**Nets reached from selected ports**

(3 px per um)
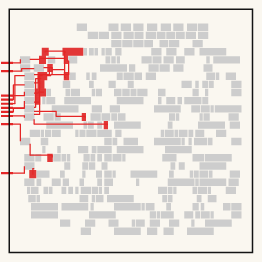
**Pin placement**

(6 px per um) Pins as bars across the die edge, other pins in grey.
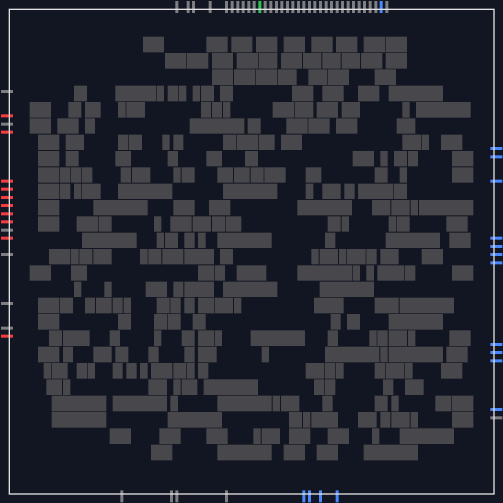
**Placement view**

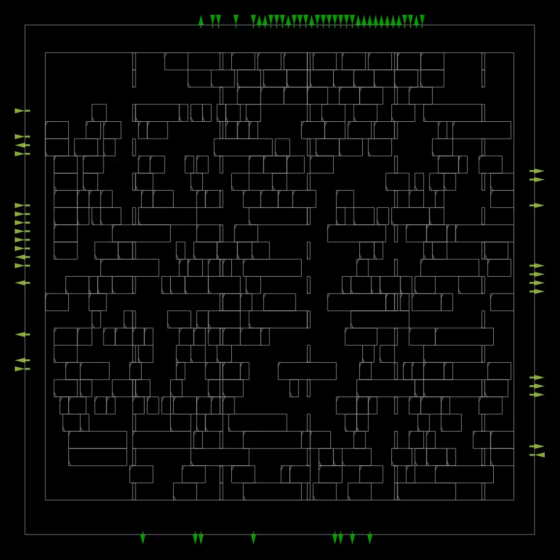
**Metal 2**

(6 px per um)
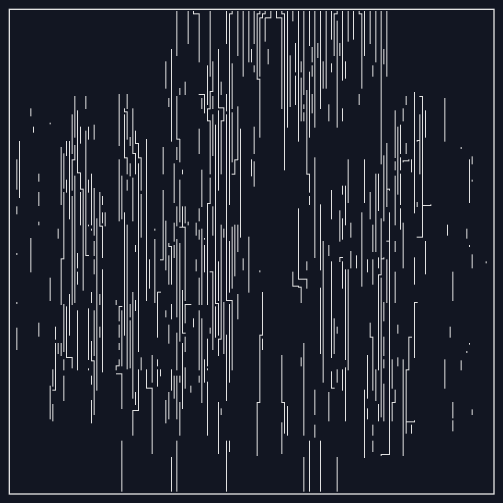
**Signal wires by layer**

(3 px per um) Two of the layers only.
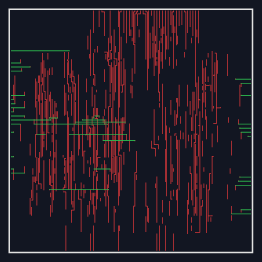
### config.mk
export PLATFORM = sky130hd
export DESIGN_NAME = pc_sequencer_flat
export DESIGN_NICKNAME = d
export VERILOG_FILES = /design/src/rtl/pc_sequencer_if.sv /design/src/rtl/pc_sequencer.sv /design/src/flat_wrapper.sv
export SDC_FILE = /design/constraint.sdc
export NUM_CORES = 1
export LEC_CHECK = 0
export CAP_MARGIN = 20
export CELL_PAD_IN_SITES_DETAIL_PLACEMENT = 0
export CELL_PAD_IN_SITES_GLOBAL_PLACEMENT = 1
export CORE_MARGIN = 3
export CORE_UTILIZATION = 34
export CTS_CLUSTER_SIZE = 16
export DETAILED_ROUTE_END_ITERATION = 7
export PLACE_DENSITY_LB_ADDON = 0.1
export SKIP_CTS_REPAIR_TIMING = 1
export SLEW_MARGIN = 0
export SYNTH_ARGS = -nofsm -noshare
export SYNTH_HDL_FRONTEND = slang
export SYNTH_SLANG_ARGS = --single-unit
### constraint.sdc
create_clock -name clk -period 4.6 [get_ports clk]
set_clock_uncertainty 0.15 [all_clocks]
set_input_delay 0.92 -clock clk [delete_from_list [all_inputs] [get_ports clk]]
set_output_delay 0.92 -clock clk [all_outputs]
set_load 0.02 [all_outputs]
### src/rtl/pc_sequencer_if.sv
// Bundle of the sequencer's decode, LUT and fetch signals.
// The slave modport is the sequencer itself. The master modport is its
// environment: decode, the branch-target LUT and instruction memory.
interface pc_sequencer_if #(
  parameter int D = 10,
  parameter int A = 8
);
  logic         start;
  logic [A-1:0] start_idx;
  logic         br_taken;
  logic [A-1:0] br_idx;
  logic         halt;
  logic         stall;
  logic [A-1:0] lut_addr;
  logic         lut_branch;
  logic [D-1:0] lut_target;
  logic [D-1:0] pc;
  logic         fetch_valid;
  logic         done;
  logic         fault;
  logic [15:0]  cycle_cnt;

  modport master (
    output start, start_idx, br_taken, br_idx, halt, stall, lut_target,
    input  lut_addr, lut_branch, pc, fetch_valid, done, fault, cycle_cnt
  );

  modport slave (
    input  start, start_idx, br_taken, br_idx, halt, stall, lut_target,
    output lut_addr, lut_branch, pc, fetch_valid, done, fault, cycle_cnt
  );
endinterface

### src/rtl/pc_sequencer.sv
// Program counter and fetch sequencer.
// It reads branch and launch targets from an external combinational LUT.
// It then advances, holds or redirects the PC, and flags out-of-range PCs
// with a sticky fault.
// Optional feature: define PC_SEQ_BR_DELAY_EN to register taken-branch
// targets and spend one BRWAIT bubble before the redirect. Without it,
// branches redirect on the same edge.
module pc_sequencer #(
  parameter int D        = 10,
  parameter int A        = 8,
  parameter int PROG_LEN = 400
) (
  input logic           clk,
  input logic           rst_n,
  pc_sequencer_if.slave bus_if
);

  localparam logic [D:0] PROG_LIM = (D+1)'(PROG_LEN);

  typedef enum logic [2:0] {
    S_IDLE,
    S_RUN,
`ifdef PC_SEQ_BR_DELAY_EN
    S_BRWAIT,
`endif
    S_DONE,
    S_FAULT
  } state_e;

  state_e       state_q, state_d;
  logic [D-1:0] pc_q, pc_d;
  logic [15:0]  cnt_q, cnt_d;
  logic [D-1:0] pc_inc;
  logic [15:0]  cnt_sat;
  logic [A-1:0] lut_addr;
  logic         lut_branch;
`ifdef PC_SEQ_BR_DELAY_EN
  logic [D-1:0] tgt_q, tgt_d;
`endif

  // Legal fetch addresses are strictly below PROG_LEN.
  function automatic logic in_range(input logic [D-1:0] v);
    return {1'b0, v} < PROG_LIM;
  endfunction

  assign pc_inc  = pc_q + D'(1);  // wraps modulo 2^D
  assign cnt_sat = (cnt_q == 16'hFFFF) ? cnt_q : cnt_q + 16'd1;

  // Next-state, PC/counter update and LUT drive.
  always_comb begin
    // NOTE: every signal written here gets a default first, so no path can
    // leave one unassigned and infer a latch.
    state_d    = state_q;
    pc_d       = pc_q;
    cnt_d      = cnt_q;
    lut_addr   = '0;
    lut_branch = 1'b0;
`ifdef PC_SEQ_BR_DELAY_EN
    tgt_d      = tgt_q;
`endif
    case (state_q)
      S_IDLE, S_DONE: begin
        if (bus_if.start) begin
          lut_addr   = bus_if.start_idx;
          lut_branch = 1'b1;
          if (in_range(bus_if.lut_target)) begin
            pc_d    = bus_if.lut_target;
            cnt_d   = '0;
            state_d = S_RUN;
          end else begin
            state_d = S_FAULT;
          end
        end
      end
      S_RUN: begin
        if (bus_if.br_taken) begin
          lut_addr   = bus_if.br_idx;
          lut_branch = 1'b1;
        end
        cnt_d = cnt_sat;
        if (bus_if.halt) begin
          state_d = S_DONE;
        end else if (!bus_if.stall) begin
          // A stalled cycle drops any branch; decode re-presents it later.
          if (bus_if.br_taken) begin
            if (!in_range(bus_if.lut_target)) begin
              state_d = S_FAULT;
            end else begin
`ifdef PC_SEQ_BR_DELAY_EN
              tgt_d   = bus_if.lut_target;
              state_d = S_BRWAIT;
`else
              pc_d    = bus_if.lut_target;
`endif
            end
          end else if (!in_range(pc_inc)) begin
            state_d = S_FAULT;
          end else begin
            pc_d = pc_inc;
          end
        end
      end
`ifdef PC_SEQ_BR_DELAY_EN
      S_BRWAIT: begin
        cnt_d = cnt_sat;
        if (!bus_if.stall) begin
          pc_d    = tgt_q;
          state_d = S_RUN;
        end
      end
`endif
      S_FAULT: begin
        // Frozen until reset.
      end
      default: state_d = S_IDLE;
    endcase
  end

  // State, PC and cycle-counter registers.
  always_ff @(posedge clk or negedge rst_n) begin
    if (!rst_n) begin
      state_q <= S_IDLE;
      pc_q    <= '0;
      cnt_q   <= '0;
`ifdef PC_SEQ_BR_DELAY_EN
      tgt_q   <= '0;
`endif
    end else begin
      // NOTE: registers use non-blocking assignments so every flop samples
      // pre-edge values regardless of statement order.
      state_q <= state_d;
      pc_q    <= pc_d;
      cnt_q   <= cnt_d;
`ifdef PC_SEQ_BR_DELAY_EN
      tgt_q   <= tgt_d;
`endif
    end
  end

  assign bus_if.lut_addr    = lut_addr;
  assign bus_if.lut_branch  = lut_branch;
  assign bus_if.pc          = pc_q;
  assign bus_if.fetch_valid = (state_q == S_RUN);
  assign bus_if.done        = (state_q == S_DONE);
  assign bus_if.fault       = (state_q == S_FAULT);
  assign bus_if.cycle_cnt   = cnt_q;

endmodule

### src/flat_wrapper.sv
// flat-port wrapper written by rule: the top's interface ports become plain ports
module pc_sequencer_flat 
#(
  parameter int D        = 10,
  parameter int A        = 8,
  parameter int PROG_LEN = 400
)
  (clk, rst_n, bus_if_start, bus_if_start_idx, bus_if_br_taken, bus_if_br_idx, bus_if_halt, bus_if_stall, bus_if_lut_target, bus_if_lut_addr, bus_if_lut_branch, bus_if_pc, bus_if_fetch_valid, bus_if_done, bus_if_fault, bus_if_cycle_cnt);
  pc_sequencer_if #(.D(D), .A(A)) bus_if_i ();
  input logic clk;
  input logic rst_n;
  input wire logic [$bits(bus_if_i.start)-1:0] bus_if_start;
  input wire logic [$bits(bus_if_i.start_idx)-1:0] bus_if_start_idx;
  input wire logic [$bits(bus_if_i.br_taken)-1:0] bus_if_br_taken;
  input wire logic [$bits(bus_if_i.br_idx)-1:0] bus_if_br_idx;
  input wire logic [$bits(bus_if_i.halt)-1:0] bus_if_halt;
  input wire logic [$bits(bus_if_i.stall)-1:0] bus_if_stall;
  input wire logic [$bits(bus_if_i.lut_target)-1:0] bus_if_lut_target;
  output wire logic [$bits(bus_if_i.lut_addr)-1:0] bus_if_lut_addr;
  output wire logic [$bits(bus_if_i.lut_branch)-1:0] bus_if_lut_branch;
  output wire logic [$bits(bus_if_i.pc)-1:0] bus_if_pc;
  output wire logic [$bits(bus_if_i.fetch_valid)-1:0] bus_if_fetch_valid;
  output wire logic [$bits(bus_if_i.done)-1:0] bus_if_done;
  output wire logic [$bits(bus_if_i.fault)-1:0] bus_if_fault;
  output wire logic [$bits(bus_if_i.cycle_cnt)-1:0] bus_if_cycle_cnt;
  assign bus_if_i.start = bus_if_start;
  assign bus_if_i.start_idx = bus_if_start_idx;
  assign bus_if_i.br_taken = bus_if_br_taken;
  assign bus_if_i.br_idx = bus_if_br_idx;
  assign bus_if_i.halt = bus_if_halt;
  assign bus_if_i.stall = bus_if_stall;
  assign bus_if_i.lut_target = bus_if_lut_target;
  assign bus_if_lut_addr = bus_if_i.lut_addr;
  assign bus_if_lut_branch = bus_if_i.lut_branch;
  assign bus_if_pc = bus_if_i.pc;
  assign bus_if_fetch_valid = bus_if_i.fetch_valid;
  assign bus_if_done = bus_if_i.done;
  assign bus_if_fault = bus_if_i.fault;
  assign bus_if_cycle_cnt = bus_if_i.cycle_cnt;
  pc_sequencer #(.D(D), .A(A), .PROG_LEN(PROG_LEN)) u_core (.clk(clk), .rst_n(rst_n), .bus_if(bus_if_i));
endmodule
==> summary.txt <==
Flow results follow.

The top contributor to total power is sequential cells. The category of the worst setup path launch point is a primary input. The minimum clock period is 3855 ps. The number of global-route vias before repair is 1805. The type recorded for the worst min-delay path is flop to flop. The number of buffers added by the clock tree synthesis step is 3. The worst vdd rail ir drop is 197.7 uV.

For this run, the number of standard cells in the final layout without fillers is 360. Once the floorplan was initialized, standard cells occupied 36.07% of the core. Of the cells placed in the final design, the portion with a size suffix greater than 1 is 4.483%.

The chip area is 6488 sq um. The final number of hold-violating endpoints is 0. The clock reaches the later pin of the worst-skew pair after 270 ps. The flow ran to the end, and the final reports show no timing, DRC or antenna violations. Looking at the max-slew report, the worst-margin pin has a slew of 893.6 ps. The top logic cell family in the synthesized netlist is simple AND/OR/NAND/NOR gates.

The tool warning count for the run is 26. Per report_power, the combinational group accounts for 38.7% of the total. The multi-input combinational cells in the finished layout cover a total of 1109 sq um. The worst setup path is of the primary input to primary output kind. The synthesized netlist devotes 1.325% of its cell area to adder and majority cells. In this run, power in the clock network comes to 154 uW. The post-synthesis sequential area ratio is 37.09%. The half-perimeter wire length after detailed placement is 4054 um. The routing usage on met3 is 3.251%. The maximum buffer depth of the clock tree is 2.

The XOR/XNOR share of the synthesized area is 7.881%. Dividing the detail-routed via count by the number of cells gives 5.189. Global routing consumed, on the met1 layer, 21.73% of the routing resources. By area the synthesized netlist is led by dfrtp_1, xnor2_1, nor2_1, a22o_1, nor3_1. The power dissipated by switching net loads is 293.5 uW. After its last routability iteration, the placer logged a weighted congestion of 0.7686. A synthesized cell averages 8.472 sq um. In this run, distinct cell masters in the synthesized netlist total 44. The yosys stat chip area is 1889 sq um. The clock root buffer master is clkbuf_8.

The repair_antennas step left the layout with diodes totalling 0. The total placed instance area is 2655 sq um. The critical path endpoint has a required time of 3530 ps. The synthesized flop and latch total is 28. Entering global routing, the biggest net connects 29 pins. In the final timing run, aggregate negative setup slack is 0 ps.

The sum of overflow across all layers after global routing is 0. At the end of the flow, the number of nets in the layout was 325.
Back to the opening pictures, 'nets reached from selected ports':
port	colour	bits	direction	edge	end cells	buffers	wire
`bus_if_lut_target`	red	10	input	left	15	10	229 um
number of buffer cells added on primary ports: 69
Top Ports: 70

Back to the opening pictures, 'pin placement':
port	colour	pins	direction	edge
`bus_if_cycle_cnt`	blue	16	output	11 right, 4 bottom, 1 top
`bus_if_lut_target`	red	10	input	left
`bus_if_done`	green	1	output	top
chip width: 80.55 um
die outline height: 80.55 um

Back to the opening pictures, 'placement view':
Filler cells: 503
site row count: 26

Back to the opening pictures, 'metal 2':
longest straight run	40.3 um
wire length on this layer	2720 um
nets with wire on the layer	264
via count: 1868
GR Layer Usage met2: 29.55%
routed wire length: 5360 um

Back to the opening pictures, 'signal wires by layer':
layer	colour	wire length
met2	red	2720 um
met3	green	225 um
Overall Global Routing Usage: 17.03%
Routed wire per std cell: 14.89 um

==> stage by stage <==
step	hold slack [ps]	worst slack, ps
6_report	396.6	745.0
5_1_grt	432.5	660.2
4_1_cts	400.4	759.0
3_5_place_dp	372.1	760.4
3_3_place_gp	374.9	765.5
2_1_floorplan	448.8	1958
==> critical path: stages <==
cell and delay (ps):
clkdlybuf4s50_1 510, nor2b_1 510, a22o_1 240, clkdlybuf4s50_1 600
==> sequential cells by signal (all words and copies together) (netlist names) <==
| name | count |
|---|---|
| u_core.state_q | 2 |
| u_core.bus_if.cycle_cnt | 16 |
| u_core.bus_if.pc | 10 |
==> worst paths after layout <==
kind	depth (start not counted)	from	slack [ps]	endpoint
max in group asynchronous	2	rst_n	3150	u_core.bus_if.pc[9]
worst max-delay path	4	bus_if_start	740	bus_if_lut_addr[1]
worst min-delay path	1	u_core.bus_if.pc[9]	400	u_core.bus_if.pc[9]
min in group asynchronous	2	rst_n	880	u_core.bus_if.cycle_cnt[7]
worst max register to register	7	u_core.bus_if.pc[0]	1730	u_core.bus_if.pc[6]
worst min register to register	1	u_core.bus_if.pc[9]	400	u_core.bus_if.pc[9]
==> cell type report <==
type | count | area share (%)
multi-input combinational | 176 | 40.90
timing repair buffer | 74 | 26.87
sequential | 28 | 25.85
tap | 70 | 3.232
clock buffer | 4 | 2.031
inverter | 8 | 1.108
==> routing by layer <==
layer / wire length, um / share of wire (%) / vias up
met3: 224 / 4.2 / 4
met5: 0 / 0 / -
met1: 2369 / 44 / 876
met4: 44 / 0.82 / 0
met2: 2721 / 51 / 47
li1: - / - / 941
==> placed cells by master, fill, tap and decap left out, types with 10 or more instances in the layout <==
cell and count:
nor2_1 25, nor3_1 15, xnor2_1 15, a21oi_1 10, nand3_1 12, dfrtp_1 28, nand2_1 17, a22o_1 10
clkdlybuf4s50_1 69
Power is estimated from default activity; no workload was simulated.
